Design binary_to_rns, sky130hd; sources not shown.
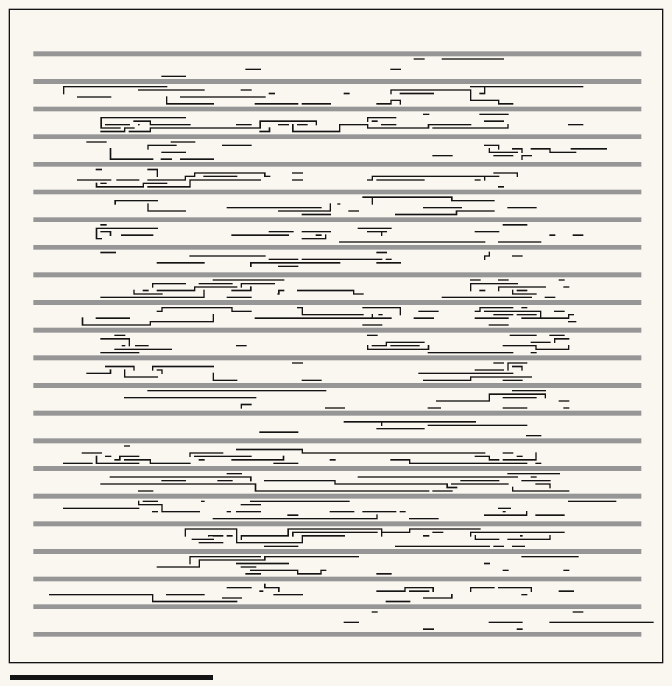
Figure 1: run 1, the metal 1 layer.
Scale bar: 20 um. Supply wires on this layer in grey.
The longest straight run is 17.9 um. The layer holds 44% of the routed length.
wirelength, routed: 2.89 mm
Vias: 1009
M1 GR Usage: 20.7%

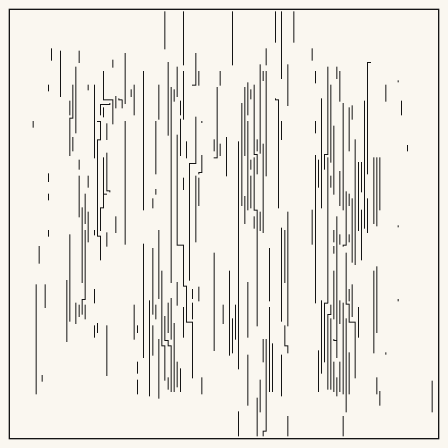
Figure 2: run 1, metal 2.
The layer carries 1510 um of wire. 142 nets have wire on it. The wires run mostly vertical.
met2 Use GR: 27.6%

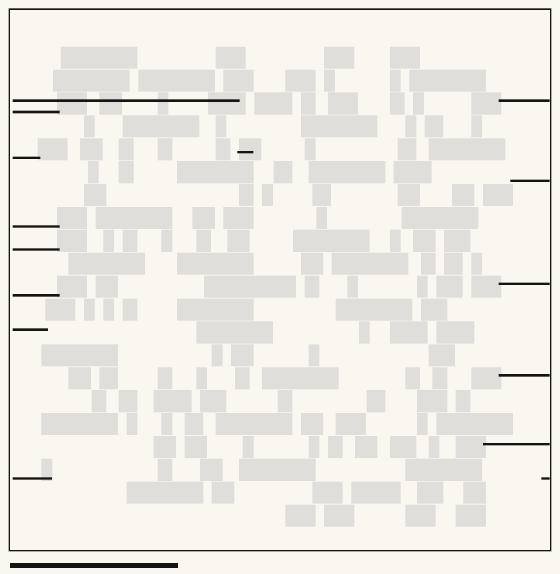
Figure 3: run 1, metal 3.
Scale bar: 20 um.
The layer holds 3.1% of the routed length. The longest straight run is 26.7 um. The layer carries 90.6 um of wire.
met3 usage: 2.64%

==> flow_summary.yaml, run 1 <==
# implementation run metrics
synthesis:
  ys_seq_elements: 26
  yosys_cells: 125
  ys.flop_type: "dfrtp_1"
  yosysTopAreaCell: "dfrtp_1"
  syn_area_per_cell_um2: 10.1
  yosys_area_um2: 1270
  yosysTopAreaCellShare_pct: 51.4
  synth-edff-count: 0
timing:
  setup_viol: 0
  tns_ns: 0
  post-route-period-util_pct: 47.6
  clock.fmax_mhz: 534
  post-route-min-period_ns: 1.87
  relSlewSlack_pct: 59.9
  tightestPinTransition_ns: 0.602
  holdWs_ns: 0.270
  slew_viol_final: 0
  rsz0062_at_grt: "no"
pwr:
  p_leak_uw: 0.000694
  ir_drop_uv: 267
drt:
  drtIter0Drc: 21
  routed_via_density: 5.23
  drtPass1Iterations: 4
  drc: 0
  wire_per_inst_um: 15.0
setup_path:
  worstSetupEndpointType: "output pin"
  crit_slowest_cell: "clkdlybuf4s50_1"
  criticalPathCategory: "reg -> out"
  cp.required_ns: 3.39
  r2r_slack_ns: 2.07
  slowest_delay_ns: 0.56
  r2r_cells: 3
  crit_chain: "clkdlybuf4s50_1"
  start_kind: "flip-flop"
global_route:
  grt_max_degree: 27
  grt_remaining_overflow: 0
  antenna_found_initial: 0
  grt_pass1_wl_mm: 5.17
  grt_pass1_vias: 1071
layout:
  syn_to_final_growth_pct: 23.9
  largest_register_ffs: 9
  drive_gt1_share_pct: 6.80
  final_nets: 165
  n_antenna_cell: 0
  final_core_util_pct: 45.9
clock_network:
  cts_resized: 0
  clockBufferDepth: 2
  cts_setup_buffers: 0
  postCtsHoldBufs: 0
  clkSlewWorstSetupHoldPaths_ns: 0.15
  cts_sinks: 26
flow_run:
  log.warning_count: 26
place:
  hpwl_mm: 2.05
  dpl.cell_count: 189
  gp_congestion: 0.720
  portBuffers: 23
status:
  outcome: "complete, no violations"
## run 1: layout make-up
type | instances | area, um^2
clock buffers | 3 | 22.5
clock inverters | 1 | 30.0
fillers | 403 | 1850
inverters | 8 | 30.0
multi-input cells | 83 | 526
flip-flops and latches | 26 | 651
well taps | 46 | 57.6
repair buffers | 26 | 253
## run 1: power by group
part	internal, uW	switching (uW)
Clock	103	82.9
Sequential	371	96.0
Combinational	250	294
## run 1: layer usage
layer	global-route usage (%)	vias up	routed length, um
li1	-	486	-
met1	20.7	507	1280
met5	0	-	0
met3	2.64	2	90
met4	3.19	0	6
met2	27.6	14	1510
## run 1: cells in the mapped netlist (3+ instances only)
| master | count |
|---|---|
| a21oi_1 | 4 |
| a22oi_1 | 5 |
| dfrtp_1 | 26 |
| ha_1 | 4 |
| inv_1 | 8 |
| nand2_1 | 19 |
| nand2b_1 | 3 |
| nor2_1 | 3 |
| o21ai_0 | 16 |
| o22ai_1 | 4 |
| o31ai_1 | 3 |
## run 1: cell families after synthesis
group | after synthesis | synth area share (%)
multiplexers | 2 | 1.58
other | 1 | 0.296
XOR/XNOR | 1 | 0.692
adder cells (fa/ha/maj) | 4 | 3.95
buffers and inverters | 16 | 7.61
flip-flops | 26 | 51.4
AND/OR/NAND/NOR | 31 | 11.4
AND-OR/OR-AND | 44 | 23.1
## run 1: through the flow
| step | instance area (um^2) | power, uW |
|---|---|---|
| 5_1_grt | 1570 | 1310 |
| 3_5_place_dp | 1520 | 1030 |
| 4_1_cts | 1570 | 1220 |
| 6_report | 1570 | 1200 |
| 3_3_place_gp | 1510 | 994 |
| 2_1_floorplan | 1200 | 789 |
## run 1: layout by cell type (no fill, tap or decap)
cell,n
a211oi_1,1
a21oi_1,4
a22oi_1,5
a22oi_2,2
a311oi_1,1
and2b_1,1
and3_1,1
buf_4,3
bufinv_16,1
clkbuf_4,3
clkdlybuf4s50_1,23
conb_1,1
dfrtp_1,26
ha_1,4
inv_1,8
mux2i_1,2
nand2_1,19
nand2b_1,3
nor2_1,3
nor2b_1,1
nor3_1,1
nor3b_1,1
nor4bb_2,1
o2111ai_1,2
o211ai_1,1
o21a_1,1
o21ai_0,16
o21bai_1,1
o221ai_1,1
o22ai_1,4
o31a_1,1
o31ai_1,3
o32ai_1,1
xnor2_1,1
==> run 2: changes to the inputs <==
- CORE_UTILIZATION: 35 -> 33
- clock period: 3.93 -> 1.74 ns (I/O delays scaled with it)
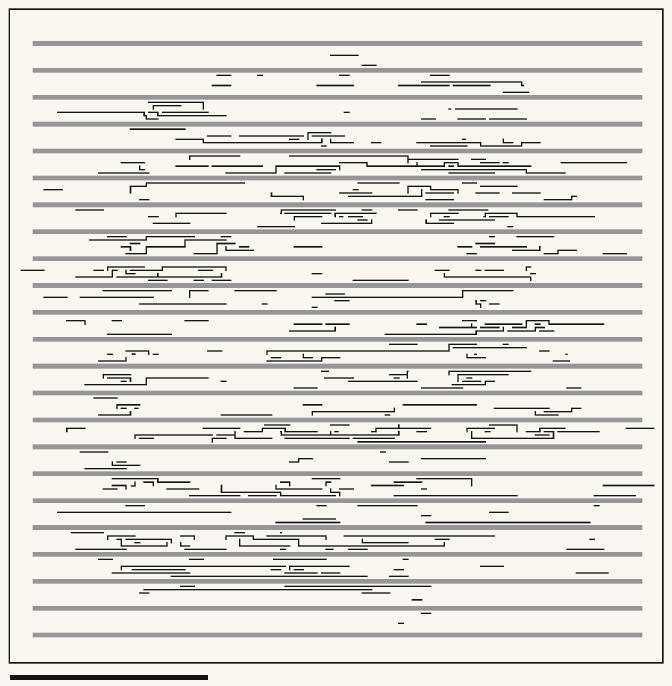
Figure 4: run 2, the metal 1 layer.
Scale bar: 20 um. Supply wires on this layer in grey.
The longest straight run is 23.0 um. The wires run mostly horizontal. The layer carries 1290 um of wire. 151 nets have wire on it. The layer holds 44% of the routed length.
Vias: 1032
M1 GR Usage: 19.1%
wirelength, routed: 2.92 mm

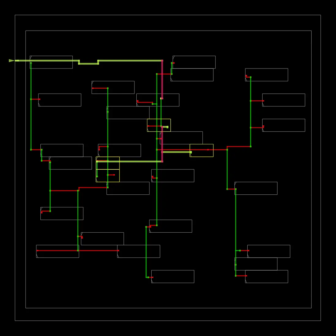
Figure 5: run 2, clock routing.
cts bufs inserted: 3
clkbuf count: 4
Latency at later pin: 0.27 ns
Clk power: 385 uW

==> run 2 against run 1 <==
Compared with the run above:
- count of clock-buffer cells in the layout increased by 1
- first-iteration DRC count rose by 150%
- sequential cell count stayed put
- die area is 5.7% higher
- final area up 4.6%
- global-route usage decreased by 0.23 points
- total power rose by 140%
- critical path depth up 3
- non-clock buffer count rose by 9
- combinational power increased to 2.6 times the previous value
- critical path type is now reg -> reg
- critical endpoint is now u_red5.residue[0]
- largest cell class unchanged
- highest routed layer unchanged
==> flow_summary.yaml, run 2 <==
# implementation run metrics
layout:
  syn_to_final_growth_pct: 29.6
  n_antenna_cell: 0
  lay_top_count: "dfrtp_1"
  final_nets: 174
  largest_register_ffs: 9
  most-common-layout-cells: "dfrtp_1, clkdlybuf4s50_1, nand2_1, o21ai_0, buf_4"
  drive_gt1_share_pct: 12.2
  final_core_util_pct: 44.5
global_route:
  grt_pass1_vias: 1143
  grtUsageTotal_pct: 15.6
  grt_pass1_wl_mm: 5.24
  grt_remaining_overflow: 0
  busiest_layer: "met2"
  use_met2_pct: 27.7
  antenna_found_initial: 0
  grt_max_degree: 27
flow_run:
  log.warning_count: 26
setup_path:
  start_kind: "flip-flop"
  criticalPathCategory: "reg -> reg"
  r2r_slack_ns: 0.16
  crit_slowest_cell: "a21oi_1"
  slowest_delay_ns: 0.45
  worstSetupEndpointType: "flip-flop"
  r2r_cells: 4
  worstPathMaxFanout: 7
  cp.required_ns: 1.78
  crit_chain: "a21oi_1, nor2_1, buf_4, o221ai_1"
timing:
  tightestPinTransition_ns: 0.571
  clock.fmax_mhz: 634
  finalWorstSetupSlack_ns: 0.163
  relSlewSlack_pct: 61.9
  slew_viol_final: 0
  rsz0062_at_grt: "no"
  hold_viol_final: 0
  setup_viol: 0
  post-route-min-period_ns: 1.58
  post-route-period-util_pct: 90.6
  tns_ns: 0
pwr:
  p_sw_uw: 1090
  swShare_pct: 38.6
  seqPwrFrac_pct: 35.8
  p_clk_share_pct: 13.6
  intPower_uw: 1730
  p_leak_uw: 0.000739
  power_uw: 2830
  p_per_area_nw_per_um2: 1720
  ir_drop_uv: 750
  combinationalPowerShare_pct: 50.6
clock_network:
  postCtsHoldBufs: 0
  cts_resized: 0
  cts_setup_buffers: 0
  clkSlewWorstSetupHoldPaths_ns: 0.09
  cts_sinks: 26
  clockBufferDepth: 2
synthesis:
  area_leaders: "dfrtp_1, o21ai_0, nand2_1, ha_1, a22oi_1"
  top_cells_by_count: "dfrtp_1, nand2_1, o21ai_0, inv_1, a22oi_1"
  syn_area_per_cell_um2: 10.1
  ys.flop_type: "dfrtp_1"
  yosysTopAreaCell: "dfrtp_1"
  synth-edff-count: 0
  yosys_cells: 125
  yosysTopAreaCellShare_pct: 51.4
  yosys_area_um2: 1270
  top_cell: "dfrtp_1"
  synthCells: 125
  ys_seq_elements: 26
floorplan:
  ios: 25
  die_area_um2: 4350
drt:
  drtPass1Iterations: 4
  drtIter0Drc: 52
  wire_per_inst_um: 14.3
  routed_via_density: 5.06
  drc: 0
hold_path:
  holdCritPathClass: "in -> async"
place:
  gp_congestion: 0.752
  portBuffers: 23
  dpl.cell_count: 200
  hpwl_mm: 2.15
  post-place-ws_ns: -0.00275
status:
  outcome: "complete, no violations"
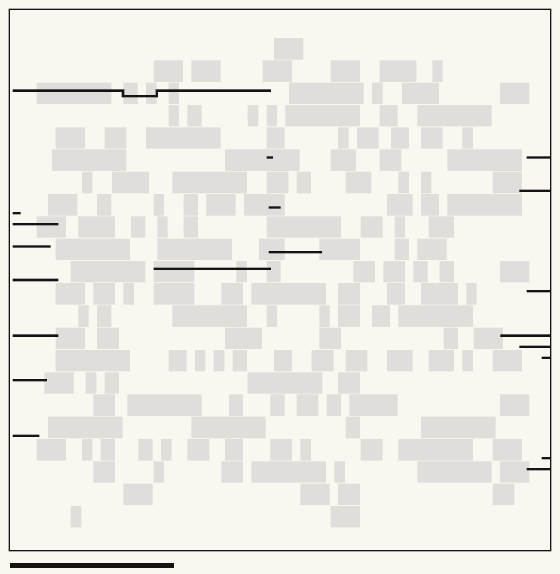
Figure 6: run 2, metal 3.
Scale bar: 20 um.
The layer carries 104 um of wire. The layer holds 3.6% of the routed length. The longest straight run is 14.0 um.
met3 usage: 3.75%

## run 2: final cells by class
| type | instances | area [um^2] |
|---|---|---|
| fill | 452 | 2050 |
| sequential | 26 | 651 |
| multi-input combinational | 83 | 526 |
| timing repair buffer | 35 | 320 |
| tap | 48 | 60.1 |
| clock buffer | 4 | 55.1 |
| inverter | 8 | 30.0 |
## run 2: critical path, delay by kind of cell (launching register included)
family | cells | cell delay (ns)
AOI/OAI and AO/OA | 2 | 0.62
buffers and inverters | 1 | 0.17
DFF | 1 | 0.44
and+or+nand+nor | 1 | 0.11
## run 2: cells by family (layout without fill, tap and decap cells)
| group | count (synthesis) | after routing | share of synthesized area (%) |
|---|---|---|---|
| flip-flops | 26 | 26 | 51.4 |
| buffers and inverters | 16 | 47 | 7.61 |
| adder cells (fa/ha/maj) | 4 | 4 | 3.95 |
| AND/OR/NAND/NOR | 31 | 31 | 11.4 |
| AND-OR/OR-AND | 44 | 44 | 23.1 |
| other | 1 | 1 | 0.296 |
| multiplexers | 2 | 2 | 1.58 |
| XOR/XNOR | 1 | 1 | 0.692 |
## run 2: power by group through the flow
stage	sequential (uW)	clock (uW)	combinational, uW
6_report	1010	385	1430
5_1_grt	1050	434	1610
4_1_cts	1010	405	1460
3_5_place_dp	1030	0	1450
3_3_place_gp	1010	0	1410
2_1_floorplan	1050	0	735
## run 2: per-layer routing
layer,share of wire [%],vias to the layer above,wire length (um)
met4,0.51,0,15
met1,44,505,1290
met5,0,-,0
li1,-,503,-
met2,52,19,1510
met3,3.5,5,103
## run 2: per-stage QoR
step	area [um^2]	hold WS [ns]
5_1_grt	1640	0.154
3_3_place_gp	1590	0.333
4_1_cts	1640	0.147
3_5_place_dp	1590	0.337
2_1_floorplan	1200	-0.272
6_report	1640	0.131
Power and IR drop assume default switching activity.
